**Run 1: drive-strength map**

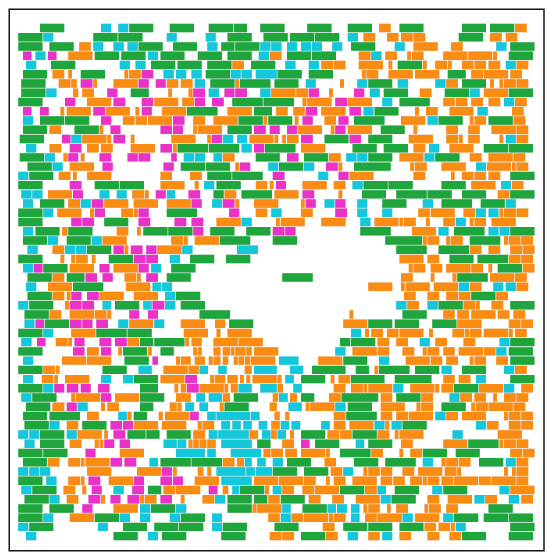
**Run 1: selected gate families**

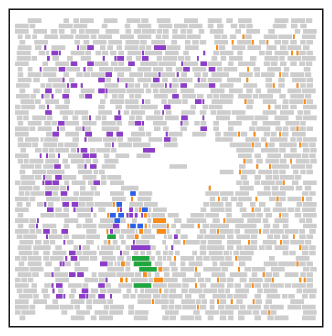
**Run 1: metal 2**

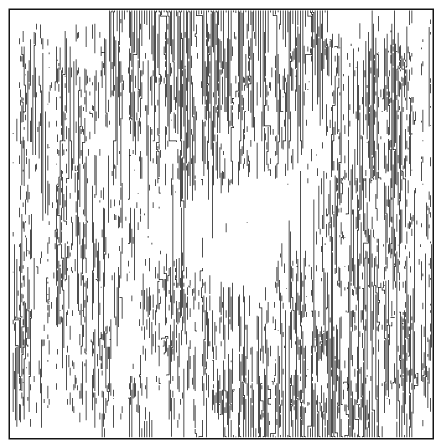
### config.mk
export PLATFORM = sky130hd
export DESIGN_NAME = tlb_walk_arbiter_flat
export DESIGN_NICKNAME = d
export VERILOG_FILES = /design/src/rtl/tlb_walk_arbiter_if.sv /design/src/rtl/tlb_walk_arbiter.sv /design/src/flat_wrapper.sv
export SDC_FILE = /design/constraint.sdc
export NUM_CORES = 1
export LEC_CHECK = 0
export CORE_AREA = 2 2 155 157
export DETAILED_ROUTE_END_ITERATION = 8
export DIE_AREA = 0 0 157 159
export PLACE_DENSITY_LB_ADDON = 0.1
export SYNTH_ARGS = -nofsm -noshare
export SYNTH_HDL_FRONTEND = slang
export SYNTH_SLANG_ARGS = --single-unit
### constraint.sdc
create_clock -name CLK -period 1.9 [get_ports CLK]
set_input_delay 0.38 -clock CLK [delete_from_list [all_inputs] [get_ports CLK]]
set_output_delay 0.38 -clock CLK [all_outputs]
set_load 0.05 [all_outputs]
### src/rtl/tlb_walk_arbiter_if.sv
// Bus bundle between the ITLB/DTLB walkers, the walk arbiter and the AXI read master.
// The arbiter connects through the master modport; the environment uses the slave modport.
interface tlb_walk_arbiter_if #(
  parameter int ADDR_WIDTH = 64,
  parameter int DATA_WIDTH = 64
);
  logic                  I_REQ_VALID;
  logic [ADDR_WIDTH-1:0] I_REQ_ADDR;
  logic                  I_REQ_READY;
  logic                  I_RESP_VALID;
  logic [DATA_WIDTH-1:0] I_RESP_DATA;
  logic                  I_RESP_ERR;

  logic                  D_REQ_VALID;
  logic [ADDR_WIDTH-1:0] D_REQ_ADDR;
  logic                  D_REQ_READY;
  logic                  D_RESP_VALID;
  logic [DATA_WIDTH-1:0] D_RESP_DATA;
  logic                  D_RESP_ERR;

  logic                  M_ADDR_VALID;
  logic [ADDR_WIDTH-1:0] M_ADDR;
  logic                  M_ADDR_READY;
  logic                  M_DATA_VALID;
  logic [DATA_WIDTH-1:0] M_DATA;

  modport master (
    input  I_REQ_VALID, I_REQ_ADDR, D_REQ_VALID, D_REQ_ADDR,
    input  M_ADDR_READY, M_DATA_VALID, M_DATA,
    output I_REQ_READY, I_RESP_VALID, I_RESP_DATA, I_RESP_ERR,
    output D_REQ_READY, D_RESP_VALID, D_RESP_DATA, D_RESP_ERR,
    output M_ADDR_VALID, M_ADDR
  );

  modport slave (
    output I_REQ_VALID, I_REQ_ADDR, D_REQ_VALID, D_REQ_ADDR,
    output M_ADDR_READY, M_DATA_VALID, M_DATA,
    input  I_REQ_READY, I_RESP_VALID, I_RESP_DATA, I_RESP_ERR,
    input  D_REQ_READY, D_RESP_VALID, D_RESP_DATA, D_RESP_ERR,
    input  M_ADDR_VALID, M_ADDR
  );
endinterface

### src/rtl/tlb_walk_arbiter.sv
// Round-robin arbiter sharing one AXI read master between ITLB and DTLB page walks,
// one outstanding PTE read at a time, with a WAIT-phase timeout reported as an access error.
module tlb_walk_arbiter #(
  parameter int ADDR_WIDTH     = 64,
  parameter int DATA_WIDTH     = 64,
  parameter int TIMEOUT_CYCLES = 1024
) (
  input  logic                CLK,
  input  logic                RST,
  tlb_walk_arbiter_if.master  bus
);

  localparam int CNT_W = $clog2(TIMEOUT_CYCLES + 1);

  typedef enum logic [1:0] {IDLE, ISSUE, WAIT, RESP} state_t;
  typedef enum logic {OWN_I, OWN_D} owner_t;

  state_t                state_q, state_d;
  owner_t                owner_q, last_q;
  logic [ADDR_WIDTH-1:0] addr_q;
  logic [DATA_WIDTH-1:0] data_q;
  logic                  err_q;
  logic [CNT_W-1:0]      cnt_q;

  logic grant_i, grant_d, data_take, timeout, resp_active;

  // Grant only from IDLE; on a tie the side that did not win last time goes first.
  always_comb begin
    // NOTE: every signal driven here gets a default first, so no path leaves it unassigned and no latch is inferred.
    grant_i = 1'b0;
    grant_d = 1'b0;
    if (state_q == IDLE && !RST) begin
      if (bus.I_REQ_VALID && bus.D_REQ_VALID) begin
        grant_i = (last_q == OWN_D);
        grant_d = (last_q == OWN_I);
      end else begin
        grant_i = bus.I_REQ_VALID;
        grant_d = bus.D_REQ_VALID;
      end
    end
  end

  assign data_take = (state_q == WAIT) && bus.M_DATA_VALID;
  assign timeout   = (state_q == WAIT) && !bus.M_DATA_VALID &&
                     (cnt_q == CNT_W'(TIMEOUT_CYCLES - 1));

  always_comb begin
    state_d = state_q;
    unique case (state_q)
      IDLE:    if (grant_i || grant_d)     state_d = ISSUE;
      ISSUE:   if (bus.M_ADDR_READY)       state_d = WAIT;
      WAIT:    if (data_take || timeout)   state_d = RESP;
      RESP:                                state_d = IDLE;
      default:                             state_d = IDLE;
    endcase
  end

  always_ff @(posedge CLK) begin
    // NOTE: sequential state uses non-blocking assignments so every register samples pre-edge values.
    if (RST) begin
      state_q <= IDLE;
      owner_q <= OWN_I;
      last_q  <= OWN_D;
      addr_q  <= '0;
      data_q  <= '0;
      err_q   <= 1'b0;
      cnt_q   <= '0;
    end else begin
      state_q <= state_d;
      if (grant_i || grant_d) begin
        owner_q <= grant_d ? OWN_D : OWN_I;
        last_q  <= grant_d ? OWN_D : OWN_I;
        addr_q  <= grant_d ? bus.D_REQ_ADDR : bus.I_REQ_ADDR;
      end
      // Held at zero outside WAIT, so it always starts from zero on entry.
      cnt_q <= (state_q == WAIT) ? cnt_q + CNT_W'(1) : '0;
      if (data_take) begin
        data_q <= bus.M_DATA;
        err_q  <= 1'b0;
      end else if (timeout) begin
        data_q <= '0;
        err_q  <= 1'b1;
      end
    end
  end

  // Outputs are forced quiet while RST is high, even before the first reset edge.
  assign resp_active      = !RST && (state_q == RESP);
  assign bus.I_REQ_READY  = grant_i;
  assign bus.D_REQ_READY  = grant_d;
  assign bus.M_ADDR_VALID = !RST && (state_q == ISSUE);
  assign bus.M_ADDR       = bus.M_ADDR_VALID ? addr_q : '0;

  assign bus.I_RESP_VALID = resp_active && (owner_q == OWN_I);
  assign bus.I_RESP_DATA  = bus.I_RESP_VALID ? data_q : '0;
  assign bus.I_RESP_ERR   = bus.I_RESP_VALID && err_q;
  assign bus.D_RESP_VALID = resp_active && (owner_q == OWN_D);
  assign bus.D_RESP_DATA  = bus.D_RESP_VALID ? data_q : '0;
  assign bus.D_RESP_ERR   = bus.D_RESP_VALID && err_q;

endmodule

### src/flat_wrapper.sv
// flat-port wrapper written by rule: the top's interface ports become plain ports
module tlb_walk_arbiter_flat 
#(
  parameter int ADDR_WIDTH     = 64,
  parameter int DATA_WIDTH     = 64,
  parameter int TIMEOUT_CYCLES = 1024
)
  (CLK, RST, bus_I_REQ_VALID, bus_I_REQ_ADDR, bus_D_REQ_VALID, bus_D_REQ_ADDR, bus_M_ADDR_READY, bus_M_DATA_VALID, bus_M_DATA, bus_I_REQ_READY, bus_I_RESP_VALID, bus_I_RESP_DATA, bus_I_RESP_ERR, bus_D_REQ_READY, bus_D_RESP_VALID, bus_D_RESP_DATA, bus_D_RESP_ERR, bus_M_ADDR_VALID, bus_M_ADDR);
  tlb_walk_arbiter_if #(.ADDR_WIDTH(ADDR_WIDTH), .DATA_WIDTH(DATA_WIDTH)) bus_i ();
  input  logic CLK;
  input  logic RST;
  input wire logic [$bits(bus_i.I_REQ_VALID)-1:0] bus_I_REQ_VALID;
  input wire logic [$bits(bus_i.I_REQ_ADDR)-1:0] bus_I_REQ_ADDR;
  input wire logic [$bits(bus_i.D_REQ_VALID)-1:0] bus_D_REQ_VALID;
  input wire logic [$bits(bus_i.D_REQ_ADDR)-1:0] bus_D_REQ_ADDR;
  input wire logic [$bits(bus_i.M_ADDR_READY)-1:0] bus_M_ADDR_READY;
  input wire logic [$bits(bus_i.M_DATA_VALID)-1:0] bus_M_DATA_VALID;
  input wire logic [$bits(bus_i.M_DATA)-1:0] bus_M_DATA;
  output wire logic [$bits(bus_i.I_REQ_READY)-1:0] bus_I_REQ_READY;
  output wire logic [$bits(bus_i.I_RESP_VALID)-1:0] bus_I_RESP_VALID;
  output wire logic [$bits(bus_i.I_RESP_DATA)-1:0] bus_I_RESP_DATA;
  output wire logic [$bits(bus_i.I_RESP_ERR)-1:0] bus_I_RESP_ERR;
  output wire logic [$bits(bus_i.D_REQ_READY)-1:0] bus_D_REQ_READY;
  output wire logic [$bits(bus_i.D_RESP_VALID)-1:0] bus_D_RESP_VALID;
  output wire logic [$bits(bus_i.D_RESP_DATA)-1:0] bus_D_RESP_DATA;
  output wire logic [$bits(bus_i.D_RESP_ERR)-1:0] bus_D_RESP_ERR;
  output wire logic [$bits(bus_i.M_ADDR_VALID)-1:0] bus_M_ADDR_VALID;
  output wire logic [$bits(bus_i.M_ADDR)-1:0] bus_M_ADDR;
  assign bus_i.I_REQ_VALID = bus_I_REQ_VALID;
  assign bus_i.I_REQ_ADDR = bus_I_REQ_ADDR;
  assign bus_i.D_REQ_VALID = bus_D_REQ_VALID;
  assign bus_i.D_REQ_ADDR = bus_D_REQ_ADDR;
  assign bus_i.M_ADDR_READY = bus_M_ADDR_READY;
  assign bus_i.M_DATA_VALID = bus_M_DATA_VALID;
  assign bus_i.M_DATA = bus_M_DATA;
  assign bus_I_REQ_READY = bus_i.I_REQ_READY;
  assign bus_I_RESP_VALID = bus_i.I_RESP_VALID;
  assign bus_I_RESP_DATA = bus_i.I_RESP_DATA;
  assign bus_I_RESP_ERR = bus_i.I_RESP_ERR;
  assign bus_D_REQ_READY = bus_i.D_REQ_READY;
  assign bus_D_RESP_VALID = bus_i.D_RESP_VALID;
  assign bus_D_RESP_DATA = bus_i.D_RESP_DATA;
  assign bus_D_RESP_ERR = bus_i.D_RESP_ERR;
  assign bus_M_ADDR_VALID = bus_i.M_ADDR_VALID;
  assign bus_M_ADDR = bus_i.M_ADDR;
  tlb_walk_arbiter #(.ADDR_WIDTH(ADDR_WIDTH), .DATA_WIDTH(DATA_WIDTH), .TIMEOUT_CYCLES(TIMEOUT_CYCLES)) u_core (.CLK(CLK), .RST(RST), .bus(bus_i));
endmodule
==> impl_metrics.json, run 1 <==
{
  "clkSlewWorstSetupHoldPaths_ns": 0.06,
  "grt_antenna_before_repair": 3,
  "met1_usage": 0.2576,
  "top_cell": "and2_1",
  "fp.dieW_um": 157,
  "worstRegToRegCells": 9,
  "clock-root-buffer": "clkbuf_16",
  "arrival_ns": 1.84,
  "critPathLaunchType": "register",
  "clock_cell_area_share": 0.03877,
  "n_clock_buffer": 19,
  "flop-count": 144,
  "final_area_um2": 15970,
  "fin_crit_sh": 1.169,
  "hold_class": "primary input to register",
  "power.group.top": "combinational logic",
  "tightest_slew_ns": 0.9059,
  "setup_viol": 268,
  "top_layer": "met4",
  "clockBufferDepth": 2,
  "drc": 0,
  "wl_per_cell_um": 20.99,
  "vias": 7927,
  "comb_share": 0.2893,
  "gp_congestion": 0.7845,
  "p_seq_frac": 0.335,
  "place_hpwl_mm": 21.63,
  "fin_ws_ns": -0.3207,
  "hold_depth": 4,
  "outcome": "finished with violations",
  "layout.nets": 1449,
  "ys_seq_share": 0.3936,
  "hold_end": "u_core.last_q",
  "syn_area_um2": 7323,
  "n_fill_cell": 1726,
  "warnings": 32,
  "m1WireLength_mm": 12.48,
  "max_cap_violations": 0,
  "drtAntennaViolNets": 0,
  "final-seq-area_um2": 2890,
  "hp-start": "RST",
  "hold_viol": 0,
  "n_antenna_cell": 3,
  "numCtsBuffers": 17,
  "route.met3.wl_mm": 3.177,
  "multiInputGateArea_um2": 4621,
  "grtUsageTotal": 0.2298,
  "grt_max_degree": 59,
  "p_int_uw": 7716,
  "powerDensity_nw_per_um2": 712.4,
  "rsz0062_at_grt": "yes",
  "endpoint": "bus_I_RESP_DATA[21]",
  "r2r-end": "u_core.data_q[42]",
  "clock.latency.late_pin_ns": 0.42,
  "io_pins": 397,
  "yosys.area.top_type": "dfxtp_1",
  "fp_nets": 1015,
  "p_clk_frac": 0.318,
  "dominant-cell-class": "non-clock buffers",
  "ff2ff_setup_slack_ns": -0.24,
  "crit_fanout": 15,
  "io_buffers": 396,
  "dp_slack_ns": -0.2198,
  "power_frac_comb": 0.347,
  "wl_met2_mm": 16.69,
  "powerClk_uw": 3620,
  "grt_overflow_total": 0,
  "switching_share": 0.3219,
  "initCoreUtil": 0.3158,
  "drt_iter0_drc": 670,
  "dieArea_um2": 24960,
  "clock.fmax_mhz": 450.3,
  "fin_skew_ns": 0.01175,
  "seq_share": 0.1809,
  "avgSynthCellArea_um2": 9.019,
  "violations": "setup timing",
  "cellLeakagePower_uw": 0.006014
}
## Picture notes: 'drive-strength map'
legend:
  magenta:
    size: x2
    cells: 138
  cyan:
    size: x3 and x4
    cells: 244
    most_used: and2_4
  orange:
    size: x1 and smaller
    cells: 593
    most_used: clkdlybuf4s50_1
  green:
    size: x6 and larger
    cells: 284
    most_used: buf_12

## Picture notes: 'selected gate families'
legend:
  orange:
    family: nor cells
    cells: 85
  blue:
    family: xor and xnor cells
    cells: 8
  green:
    family: fa/ha/maj cells
    cells: 5
    where: bottom center
  purple:
    family: nand cells
    cells: 142

## Picture notes: 'metal 2'
longest straight run: 67.0 um
main direction: vertical
share of all routed wire: 50%

## run 1: placed cells by master, fill, tap and decap left out, types with 3 or more instances in the layout
master / count
a21oi_2: 62
nand3_1: 3
xor2_1: 4
inv_1: 3
nor4_1: 3
diode_2: 3
buf_4: 34
a222oi_1: 64
a21oi_1: 7
nand3_2: 62
xnor2_1: 4
dfxtp_1: 142
and2_4: 184
ha_4: 4
nor2_1: 75
clkdlybuf4s50_1: 196
buf_12: 223
buf_6: 12
and3_1: 3
buf_8: 6
o21ai_0: 3
and2_2: 11
clkbuf_16: 35
clkinvlp_4: 4
and3_4: 3
bufinv_16: 4
nand2_1: 70
## run 1: metrics by stage
| step | instances | total power, uW |
|---|---|---|
| after floorplan | 812 | 5494 |
| after global placement | 1502 | 6957 |
| after detailed placement | 1502 | 7003 |
| after CTS | 1540 | 10730 |
| after global routing | 1581 | 11870 |
| final | 1581 | 11380 |
## run 1: flip-flops by register name, indices dropped and copies added, names as in the netlist
register,count
u_core.cnt_q,11
u_core.data_q,64
u_core.state_q,2
u_core.last_q,1
u_core.addr_q,64
u_core.owner_q,1
u_core.err_q,1
## run 1: repair_timing
action | in CTS | in global routing
setup endpoints to repair | 199 | 213
gates resized | 55 | 190
cloned | 1 | 25
setup buffers | 5 | 17
pin swaps | 14 | 37
## run 1: critical path, cell delays in order, from the launching register on
cell     delay (ns)
dfxtp_4        0.38
ha_4           0.14
nor3b_4        0.23
buf_12         0.20
buf_12         0.15
and2_2         0.18
buf_12         0.13
## run 1: cells by family (layout without fill, tap and decap cells)
group	Yosys count	in the layout	synth area share
buf+inv	82	528	0.06458
simple gates	431	432	0.3497
flops	144	144	0.3936
xor+xnor	8	8	0.009567
compound gates	141	141	0.1726
fa+ha+maj	5	5	0.008543
mux	1	1	0.001367
other cells	0	3	0
==> run 1 -> run 2 <==
--- a/config.mk
+++ b/config.mk
@@ -8,6 +8,7 @@
 export CORE_AREA = 2 2 155 157
 export DETAILED_ROUTE_END_ITERATION = 8
 export DIE_AREA = 0 0 157 159
+export HOLD_SLACK_MARGIN = 0.15
 export PLACE_DENSITY_LB_ADDON = 0.1
 export SYNTH_ARGS = -nofsm -noshare
 export SYNTH_HDL_FRONTEND = slang
**Run 2: metal 2**

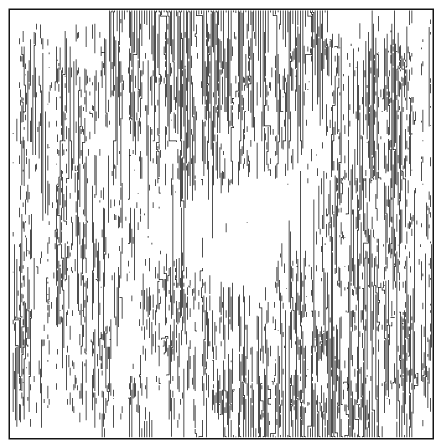
Via Count: 7,927
M2 GR Usage: 0.3931
routed wire length: 33.18 mm

==> impl_metrics.json, run 2 <==
{
  "outcome": "finished with violations",
  "violations": "setup timing",
  "drt_iter0_drc": 670,
  "placementRows": 56,
  "final_cells": 1581,
  "die_h_um": 159,
  "fin_tns_setup_ns": -61.20,
  "htreeDepth": 4,
  "final.min_clock_period_ns": 2.221,
  "tightest_slew_ns": 0.9059,
  "met1_usage": 0.2576,
  "lay_top_cells": "buf_12, clkdlybuf4s50_1, and2_4",
  "crit_required_ns": 1.52,
  "switching_power_uw": 3662,
  "top_usage_layer": "met2",
  "cp-end-kind": "output port",
  "dp_cells": 1502,
  "grt_pass1_vias": 7584,
  "synth.distinct_cells": 35,
  "synthTopCellsByArea": "dfxtp_1, and2_1, a222oi_1",
  "hold_buffers": 0,
  "p_seq_frac": 0.335,
  "ir_drop_uv": 452.0,
  "crit_fanout": 15,
  "power_frac_comb": 0.347,
  "max_cap_violations": 0,
  "avgSynthCellArea_um2": 9.019,
  "warnings": 32,
  "arrival_ns": 1.84,
  "postLayoutCoreUtil": 0.6887,
  "layout.nets": 1449,
  "area_growth_syn_to_layout_pct": 118.1,
  "grtUsageTotal": 0.2298,
  "io_pins": 397,
  "drtAntennaViolNets": 0,
  "grt_pass1_wl_mm": 44.58,
  "rsz0062_at_grt": "yes",
  "m1WireLength_mm": 12.48,
  "ys_seq_share": 0.3936,
  "core_um2": 23190,
  "p_int_uw": 7716,
  "total_power_uw": 11380,
  "powerDensity_nw_per_um2": 712.4,
  "grt_antenna_before_repair": 3,
  "switching_share": 0.3219,
  "route.met3.wl_mm": 3.177,
  "syn_area_um2": 7323,
  "clkSlewWorstSetupHoldPaths_ns": 0.06,
  "grt_max_degree": 59,
  "p_clk_frac": 0.318,
  "path_class": "register to output port",
  "fin_crit_sh": 1.169,
  "dp_slack_ns": -0.2198,
  "gp_congestion": 0.7845,
  "relSlewSlack": 0.3961,
  "firstDrtPassIters": 9,
  "slew_violations": 0,
  "cts_resized": 55,
  "wl_per_cell_um": 20.99,
  "cellLeakagePower_uw": 0.006014,
  "top_cell": "and2_1",
  "grt_overflow_total": 0,
  "wl_met2_mm": 16.69,
  "fp_nets": 1015,
  "ys_chip_area_um2": 7323,
  "critPathLaunchType": "register",
  "edf_count": 0,
  "top_cell_area_share": 0.3936,
  "top_cells_by_count": "and2_1, dfxtp_1, nor2_1",
  "yosys.area.top_type": "dfxtp_1",
  "clock.latency.late_pin_ns": 0.42,
  "yosysWarnings": 0,
  "hold_ws_ns": 0.4152,
  "n_fill_cell": 1726,
  "final_common_cell": "buf_12",
  "drc": 0,
  "synth-seq-cells": 144,
  "synthCells": 812,
  "fp.dieW_um": 157,
  "drive_gt1_frac": 0.5290,
  "hold_class": "primary input to register",
  "synth_stat.cells": 812,
  "io_buffers": 396,
  "clockBufferDepth": 2,
  "dieArea_um2": 24960,
  "hold_viol": 0,
  "synthArstFlopShare": 0,
  "top_layer": "met4",
  "viasPerCell": 5.014,
  "tritoncts": "done",
  "setup_viol": 268,
  "final_area_um2": 15970,
  "grt_use_met3": 0.09009,
  "clock.fmax_mhz": 450.3,
  "place_area_um2": 14050,
  "clock-root-buffer": "clkbuf_16",
  "place_hpwl_mm": 21.63,
  "top_regs": "u_core.addr_q (64), u_core.data_q (64), u_core.cnt_q (11)",
  "fin_ws_ns": -0.3207,
  "initCoreUtil": 0.3158,
  "post_cts_buffers": 5,
  "synth-main-ff-cell": "dfxtp_1"
}
**Run 2: clock routing**

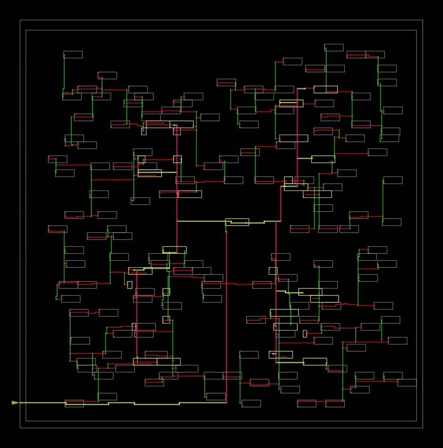
CTS Buf Count: 17
worst clock skew: 0.01175 ns
Num Clock Sinks: 144
Clock group: 3620 uW

[run 2: cell counts in the layout (fill, tap and decap cells not counted)]
Identical to the previous run, type by type.
[run 2: final timing paths]
kind / start / to / slack, ns / cells past startpoint
setup / recovery: u_core.state_q[1] / bus_I_RESP_DATA[21] / -0.32 / 6
hold / removal: RST / u_core.last_q / 0.42 / 4
setup reg to reg: u_core.state_q[0] / u_core.data_q[42] / -0.24 / 9
hold reg to reg: u_core.data_q[62] / u_core.data_q[62] / 0.48 / 2
[run 2: kinds of logic (layout without fill, tap and decap cells)]
logic type | after synthesis | after routing | share of synthesized area
and+or+nand+nor | 431 | 432 | 0.3497
AOI/OAI and AO/OA | 141 | 141 | 0.1726
buffers and inverters | 82 | 528 | 0.06458
xor gates and xnor gates | 8 | 8 | 0.009567
other | 0 | 3 | 0
DFF | 144 | 144 | 0.3936
adders and majority gates | 5 | 5 | 0.008543
muxes | 1 | 1 | 0.001367
[run 2: power groups by stage]
stage	registers (uW)	clock network, uW	logic, uW
after floorplan	3700	0	1800
after global placement	3780	0	3170
after detailed placement	3790	0	3220
after CTS	3740	3680	3310
after global routing	3850	3810	4200
final	3810	3620	3950
[run 2: worst max-delay path: stages, from the launching register on]
cell and delay, ns:
dfxtp_4 0.38, ha_4 0.14, nor3b_4 0.23, buf_12 0.20
buf_12 0.15, and2_2 0.18, buf_12 0.13
[run 2: layout make-up]
cell class / count / area (um2) / area share
repair buffers: 491 / 7412 / 0.4640
multi-input cells: 587 / 4621 / 0.2893
flip-flops and latches: 144 / 2890 / 0.1809
clock buffers: 19 / 432.9 / 0.02710
well taps: 319 / 399.1 / 0.02499
clock inverters: 13 / 186.4 / 0.01167
inverters: 5 / 23.77 / 0.001488
diodes: 3 / 7.507 / 0.0004700
Power is estimated from default activity; no workload was simulated.
